[src/rtl/mm_pkg.sv]
// Shared matrix-multiply datapath definitions: pack-stage state encoding,
// default element width and the ceiling-log2 helper used for index/sum widths.
package mm_pkg;

    localparam int unsigned W_U_DEFAULT = 8;

    localparam logic FILL = 1'b0;
    localparam logic FULL = 1'b1;

    // Bits needed to index v distinct values (0 for v<=1).
    function automatic int unsigned clog2(input int unsigned v);
        int unsigned r;
        int unsigned x;
        r = 0;
        x = (v > 0) ? v - 1 : 0;
        while (x > 0) begin
            r = r + 1;
            x = x >> 1;
        end
        return r;
    endfunction

endpackage

[src/rtl/vector_pack_if.sv]
// Element stream in / packed vector out bundle for vector_pack.
// in_last exists only when VECTOR_PACK_LAST_EN is defined.
interface vector_pack_if
    import mm_pkg::*;
#(
    parameter int unsigned DIM = 5,
    parameter int unsigned W_u = W_U_DEFAULT
);
    logic [W_u-1:0]     in_data;
    logic               in_valid;
    logic               in_ready;
`ifdef VECTOR_PACK_LAST_EN
    logic               in_last;
`endif
    logic [DIM*W_u-1:0] out_vec;
    logic               out_valid;
    logic               out_ready;

`ifdef VECTOR_PACK_LAST_EN
    modport master (output in_data, output in_valid, input in_ready, output in_last,
                    input out_vec, input out_valid, output out_ready);
    modport slave  (input in_data, input in_valid, output in_ready, input in_last,
                    output out_vec, output out_valid, input out_ready);
`else
    modport master (output in_data, output in_valid, input in_ready,
                    input out_vec, input out_valid, output out_ready);
    modport slave  (input in_data, input in_valid, output in_ready,
                    output out_vec, output out_valid, input out_ready);
`endif

endinterface

[src/rtl/vector_pack.sv]
// Packs DIM serial W_u-bit elements into one vector for vectorSum, double-buffered.
// Optional early close via in_last when VECTOR_PACK_LAST_EN is defined.
module vector_pack
    import mm_pkg::*;
#(
    parameter int unsigned DIM = 5,
    parameter int unsigned W_u = W_U_DEFAULT
) (
    input  logic          Clock,
    input  logic          Reset_n,
    vector_pack_if.slave  bus
);

    localparam int unsigned IDX_W = (clog2(DIM) > 1) ? clog2(DIM) : 1;
    localparam int unsigned VEC_W = DIM * W_u;
    localparam logic [IDX_W-1:0] IDX_MAX = IDX_W'(DIM - 1);

    logic              state;
    logic              state_nxt;
    logic [IDX_W-1:0]  idx;
    logic [W_u-1:0]    fill [DIM];
    logic [VEC_W-1:0]  vec_q;
    logic              vld_q;

    logic              last_c;
    logic              in_ready_c;
    logic              xfer_in_c;
    logic              xfer_out_c;
    logic              complete_c;
    logic              slot_free_c;
    logic [VEC_W-1:0]  pack_c;

`ifdef VECTOR_PACK_LAST_EN
    assign last_c = bus.in_last;
`else
    assign last_c = 1'b0;
`endif

    assign xfer_in_c   = bus.in_valid && in_ready_c;
    assign xfer_out_c  = vld_q && bus.out_ready;
    assign complete_c  = xfer_in_c && ((idx == IDX_MAX) || last_c);
    assign slot_free_c = !vld_q || bus.out_ready;

    // Element 0 lands in the top slice; in FILL the arriving element is merged at idx.
    always_comb begin
        pack_c = '0;
        for (int k = 0; k < DIM; k++) begin
            if ((state == FILL) && (IDX_W'(k) == idx))
                pack_c[VEC_W-1-k*W_u -: W_u] = bus.in_data;
            else
                pack_c[VEC_W-1-k*W_u -: W_u] = fill[k];
        end
    end

    always_ff @(posedge Clock or negedge Reset_n) begin
        if (!Reset_n) state <= FILL;
        else          state <= state_nxt;
    end

    always_comb begin
        state_nxt = state;
        case (state)
            FILL:    if (complete_c && !slot_free_c) state_nxt = FULL;
            FULL:    if (xfer_out_c)                 state_nxt = FILL;
            default: state_nxt = FILL;
        endcase
    end

    always_comb begin
        in_ready_c = 1'b0;
        if (Reset_n && (state == FILL)) in_ready_c = 1'b1;
    end

    // Fill register, index and output register; slots are zeroed on every hand-off.
    always_ff @(posedge Clock or negedge Reset_n) begin
        if (!Reset_n) begin
            idx   <= '0;
            fill  <= '{default: '0};
            vec_q <= '0;
            vld_q <= 1'b0;
        end else begin
            case (state)
                FILL: begin
                    if (xfer_out_c) vld_q <= 1'b0;
                    if (complete_c && slot_free_c) begin
                        vec_q <= pack_c;
                        vld_q <= 1'b1;
                        idx   <= '0;
                        fill  <= '{default: '0};
                    end else if (complete_c) begin
                        fill[idx] <= bus.in_data;
                    end else if (xfer_in_c) begin
                        fill[idx] <= bus.in_data;
                        idx       <= idx + IDX_W'(1);
                    end
                end
                FULL: begin
                    if (xfer_out_c) begin
                        vec_q <= pack_c;
                        idx   <= '0;
                        fill  <= '{default: '0};
                    end
                end
                default: ;
            endcase
        end
    end

    assign bus.in_ready  = in_ready_c;
    assign bus.out_vec   = vec_q;
    assign bus.out_valid = vld_q;

endmodule

[src/flat_wrapper.sv]
// flat-port wrapper written by rule: the top's interface ports become plain ports
module vector_pack_flat import mm_pkg::*;
#(
    parameter int unsigned DIM = 5,
    parameter int unsigned W_u = W_U_DEFAULT
)
  (Clock, Reset_n, bus_in_data, bus_in_valid, bus_in_ready, bus_out_vec, bus_out_valid, bus_out_ready);
  vector_pack_if #(.DIM(DIM), .W_u(W_u)) bus_i ();
  input  logic Clock;
  input  logic Reset_n;
  input wire logic [$bits(bus_i.in_data)-1:0] bus_in_data;
  input wire logic [$bits(bus_i.in_valid)-1:0] bus_in_valid;
  output wire logic [$bits(bus_i.in_ready)-1:0] bus_in_ready;
  output wire logic [$bits(bus_i.out_vec)-1:0] bus_out_vec;
  output wire logic [$bits(bus_i.out_valid)-1:0] bus_out_valid;
  input wire logic [$bits(bus_i.out_ready)-1:0] bus_out_ready;
  assign bus_i.in_data = bus_in_data;
  assign bus_i.in_valid = bus_in_valid;
  assign bus_in_ready = bus_i.in_ready;
  assign bus_out_vec = bus_i.out_vec;
  assign bus_out_valid = bus_i.out_valid;
  assign bus_i.out_ready = bus_out_ready;
  vector_pack #(.DIM(DIM), .W_u(W_u)) u_core (.Clock(Clock), .Reset_n(Reset_n), .bus(bus_i));
endmodule
[config.mk]
export PLATFORM = sky130hd
export DESIGN_NAME = vector_pack_flat
export DESIGN_NICKNAME = d
export VERILOG_FILES = /design/src/rtl/mm_pkg.sv /design/src/rtl/vector_pack_if.sv /design/src/rtl/vector_pack.sv /design/src/flat_wrapper.sv
export SDC_FILE = /design/constraint.sdc
export NUM_CORES = 1
export LEC_CHECK = 0
export CORE_UTILIZATION = 56
export DETAILED_ROUTE_END_ITERATION = 16
export PLACE_DENSITY = 0.92
export SLEW_MARGIN = 20
export SYNTH_ARGS = -nofsm -noshare
export SYNTH_HDL_FRONTEND = slang
export SYNTH_SLANG_ARGS = --single-unit
[constraint.sdc]
create_clock -name Clock -period 2.37 [get_ports Clock]
set_input_delay 0.711 -clock Clock [delete_from_list [all_inputs] [get_ports Clock]]
set_output_delay 0.711 -clock Clock [all_outputs]
set_load 0.01 [all_outputs]
run_1/layer_met1.png
Supply wires on this layer in gray.
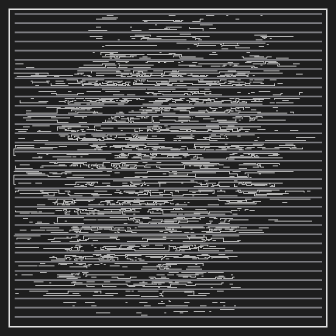
- wire length on this layer: 4600 um
- longest straight run: 30.8 um
- share of all routed wire: 40%
wirelength, routed: 11600 um
Vias: 3929
met1 Resource Use GR: 0.383

run_1/layer_met2.png
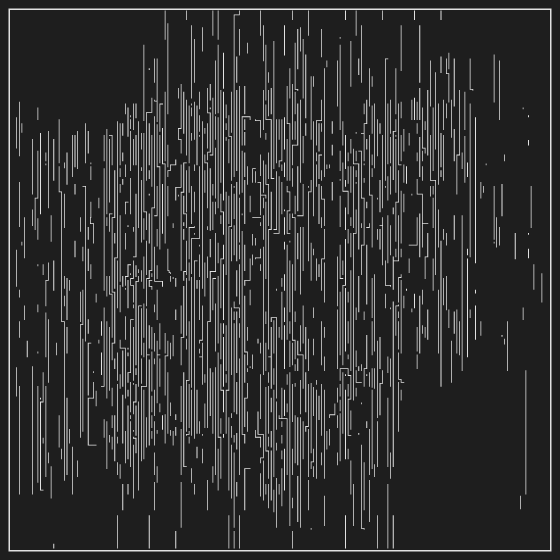
- longest straight run: 35.2 um
- share of all routed wire: 48%
- wire length on this layer: 5550 um
- nets with wire on the layer: 426
GR Layer Usage met2: 0.426

run_1/layer_met3.png
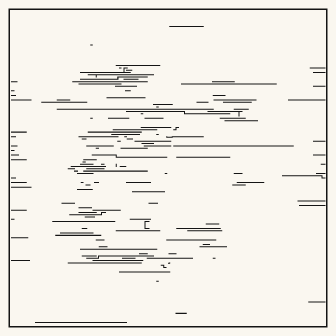
- longest straight run: 46.2 um
- nets with wire on the layer: 82
- wire length on this layer: 1050 um
- main direction: horizontal
- share of all routed wire: 9.0%
met3 GRT Util: 0.0728

run_1/layer_met4.png
Scale bar: 20 um. Supply wires on this layer in gray. Cells faint in the background.
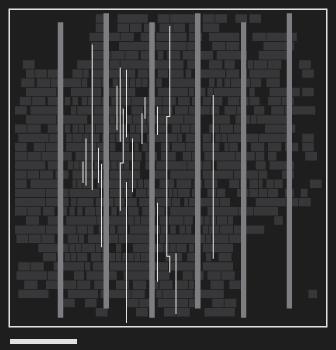
- main direction: vertical
- share of all routed wire: 3.7%
- wire length on this layer: 426 um
- longest straight run: 48.3 um

==> run 1: worst max-delay path, stage by stage <==
cell             delay, ps
buf_4                  130
nor2b_1                130
clkdlybuf4s50_1        540
==> run 1: kinds of logic (layout without fill, tap and decap cells) <==
logic type / after synthesis / after routing / share of synthesized area
buffers and inverters: 59 / 100 / 0.0569
adder cells (fa/ha/maj): 5 / 5 / 0.0133
AND-OR/OR-AND: 58 / 58 / 0.105
multiplexers: 81 / 81 / 0.194
flip-flops: 85 / 85 / 0.452
AND/OR/NAND/NOR: 146 / 146 / 0.179
==> run 1: state kept, by name, summed over array words and instances, names as in the netlist <==
register              flops
u_core.idx                3
u_core.fill              40
u_core.bus.out_vec       40
u_core.state              1
u_core.bus.out_valid      1
==> run 1: final cells by class <==
class	count	area, um2	share of cell area
Tap cell	105	131	0.0237
Timing Repair Buffer	79	736	0.133
Clock inverter	4	48.8	0.00882
Inverter	6	22.5	0.00407
Multi-Input combinational cell	290	2330	0.421
Clock buffer	11	141	0.0255
Sequential cell	85	2130	0.384
==> run 1: per-stage QoR <==
stage	TNS, ps	cells	utilization	worst slack [ps]	hold WS (ps)
floorplan	0	434	-	228	415
global placement	-787	565	0.654	-50.2	470
detailed placement	-1840	565	0.654	-110	485
CTS	0	580	0.677	127	134
global route	0	580	0.677	68.8	127
finish	0	580	0.677	151	129
==> run 1: final timing paths <==
path,end,slack [ps],cells past startpoint
max,bus_in_ready,150,3
min,u_core.bus.out_vec[5],130,1
max reg2reg,u_core.bus.out_vec[9],270,6
min reg2reg,u_core.bus.out_vec[31],510,1
max in group asynchronous,u_core.bus.out_vec[30],1110,3
min in group Clock,u_core.bus.out_vec[31],510,1
==> qor.yml, run 1 <==
power.group.top: "combinational cells"
viasPerCell: 6.77
pwr-share-seq: 0.346
grt_max_degree: 49
synth_area_mm2: 0.00470
warning_count: 29
insertion_delay_ps: 370
chipHeight_um: 93.7
first_global_vias: 3769
ctsHoldBuffers: 0
yosys_area_mm2: 0.00470
hold_viol_final: 0
start_kind: "input port"
worst_pin_slew_ps: 581
ant_nets: 0
dr_wl_met3_um: 1050
gr-total-overflow: 0
synth_top_area_share: 0.452
cellPowerDensity_mw_per_mm2: 1240
layout_top_cell: "nand3_1"
avgSynthCellArea_um2: 10.8
cts_tree: "done"
pwr-share-clk: 0.151
outcome: "completed"
period_minus_slack_ps: 2220
p_int_mw: 4.35
slew_violations: 0
grt_pass1_wl_um: 19200
synthMostInstantiatedCell: "nand3_1"
clkSinkCount: 85
power.static_leakage_nw: 2.11
run_1/clocks.png
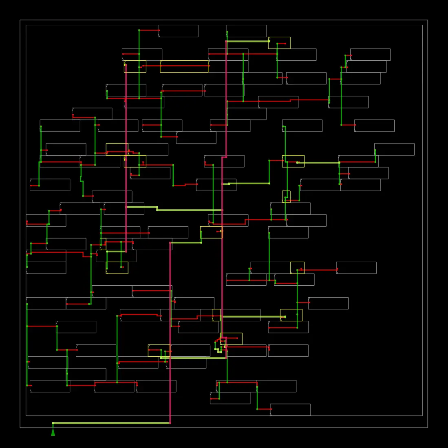

## Run 2: what changed since run 1
- CORE_ASPECT_RATIO: unset -> 1.4
run_2/clocks.png
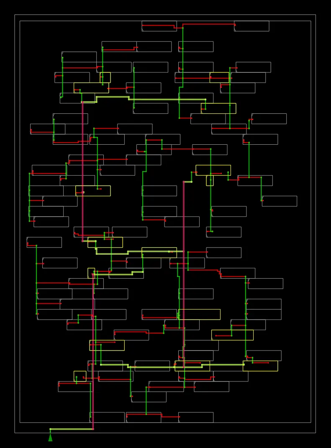
clock latency on the worst-skew pair: 350 ps
Seq cells: 85

==> run 2 against run 1 <==
Against the previous run:
- via count rose by 3.1%
- power rose by 8.9%
- flip-flop count did not move
- core utilization rose by 1.9 points
- sequential power barely moved
- die area barely moved
- global-route usage rose by 2.6 points
- worst hold slack improved by 180 ps
- count of clock-buffer cells in the layout fell by 1
- critical endpoint is now u_core.bus.out_vec[5]
==> qor.yml, run 2 <==
worst_pin_slew_ps: 730  # +148 ps
gr-total-overflow: 0  # unchanged
start_kind: "flip-flop"
post-place-ws_ps: -75.4  # +34.2 ps
clkSinkCount: 85  # unchanged
synth_area_mm2: 0.00470  # unchanged
viasPerCell: 6.99  # +3.1%
fin_tns_setup_ps: 0  # unchanged
synth_top_area_share: 0.452  # unchanged
first_global_vias: 4151  # +10%
wl_um: 12700  # +9.3%
chipHeight_um: 110  # +18%
layout_top_cell: "nand3_1"
power.static_leakage_nw: 2.17  # +3.1%
crit_slowest_cell: "dfrtp_1"
outcome: "completed"
cts_tree: "done"
synthMostInstantiatedCell: "nand3_1"
path_delay_family: "flip-flops"
grt_max_degree: 57  # +16%
slowest_delay_ps: 470  # -70 ps
worst-path-buf-inv: 2  # unchanged
avgSynthCellArea_um2: 10.8  # unchanged
run_2/layer_met1.png
Supply wires on this layer in gray.
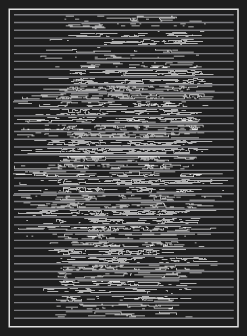
- share of all routed wire: 38%
- longest straight run: 41.4 um
- nets with wire on the layer: 435
Vias: 4052
met1 Resource Use GR: 0.393

[run 2: routing by layer]
layer  vias to the layer above  GRT usage
met2                       264      0.474
met1                      2005      0.393
met3                        63     0.0612
li1                       1720          -
met5                         -          0
met4                         0      0.213
[run 2: cells by family (layout without fill, tap and decap cells)]
group	count (synthesis)	in the layout	synth area share
AND-OR/OR-AND	58	58	0.105
AND/OR/NAND/NOR	146	146	0.179
buffers and inverters	59	103	0.0569
multiplexers	81	81	0.194
flip-flops	85	85	0.452
adder cells (fa/ha/maj)	5	5	0.0133
[run 2: cell type report]
cell class	instances	area, um2
fill	524	2480
tap	102	128
clock buffer	10	239
multi-input combinational	290	2330
sequential	85	2130
timing repair buffer	81	738
clock inverter	6	86.3
inverter	6	22.5
[run 2: power by group]
group	leakage [nW]	internal (mW)	switching [mW]	total, mW
Clock	0.158	0.949	0.585	1.53
Combinational	1.17	1.83	1.69	3.53
Sequential	0.841	2.00	0.409	2.40
Total	2.17	4.78	2.69	7.46
[run 2: worst register-to-register path: stages (launching register included)]
cell and delay [ps]:
dfrtp_1 470, inv_1 160, ha_1 320, nand4_2 190, a211oi_4 320, buf_4 290
mux2_2 390
[run 2: worst max path at each step]
stage             startpoint                     end  slack [ps]  cells after the start
2_1_floorplan  u_core.idx[0]  u_core.bus.out_vec[37]         230                      6
3_3_place_gp    bus_in_valid  u_core.bus.out_vec[28]         -10                      5
3_5_place_dp    bus_in_valid  u_core.bus.out_vec[34]         -80                      5
4_1_cts              Reset_n            bus_in_ready          90                      3
5_1_grt        u_core.idx[0]   u_core.bus.out_vec[5]         -10                      6
6_report       u_core.idx[1]   u_core.bus.out_vec[5]         110                      6
Power and IR drop assume default switching activity.
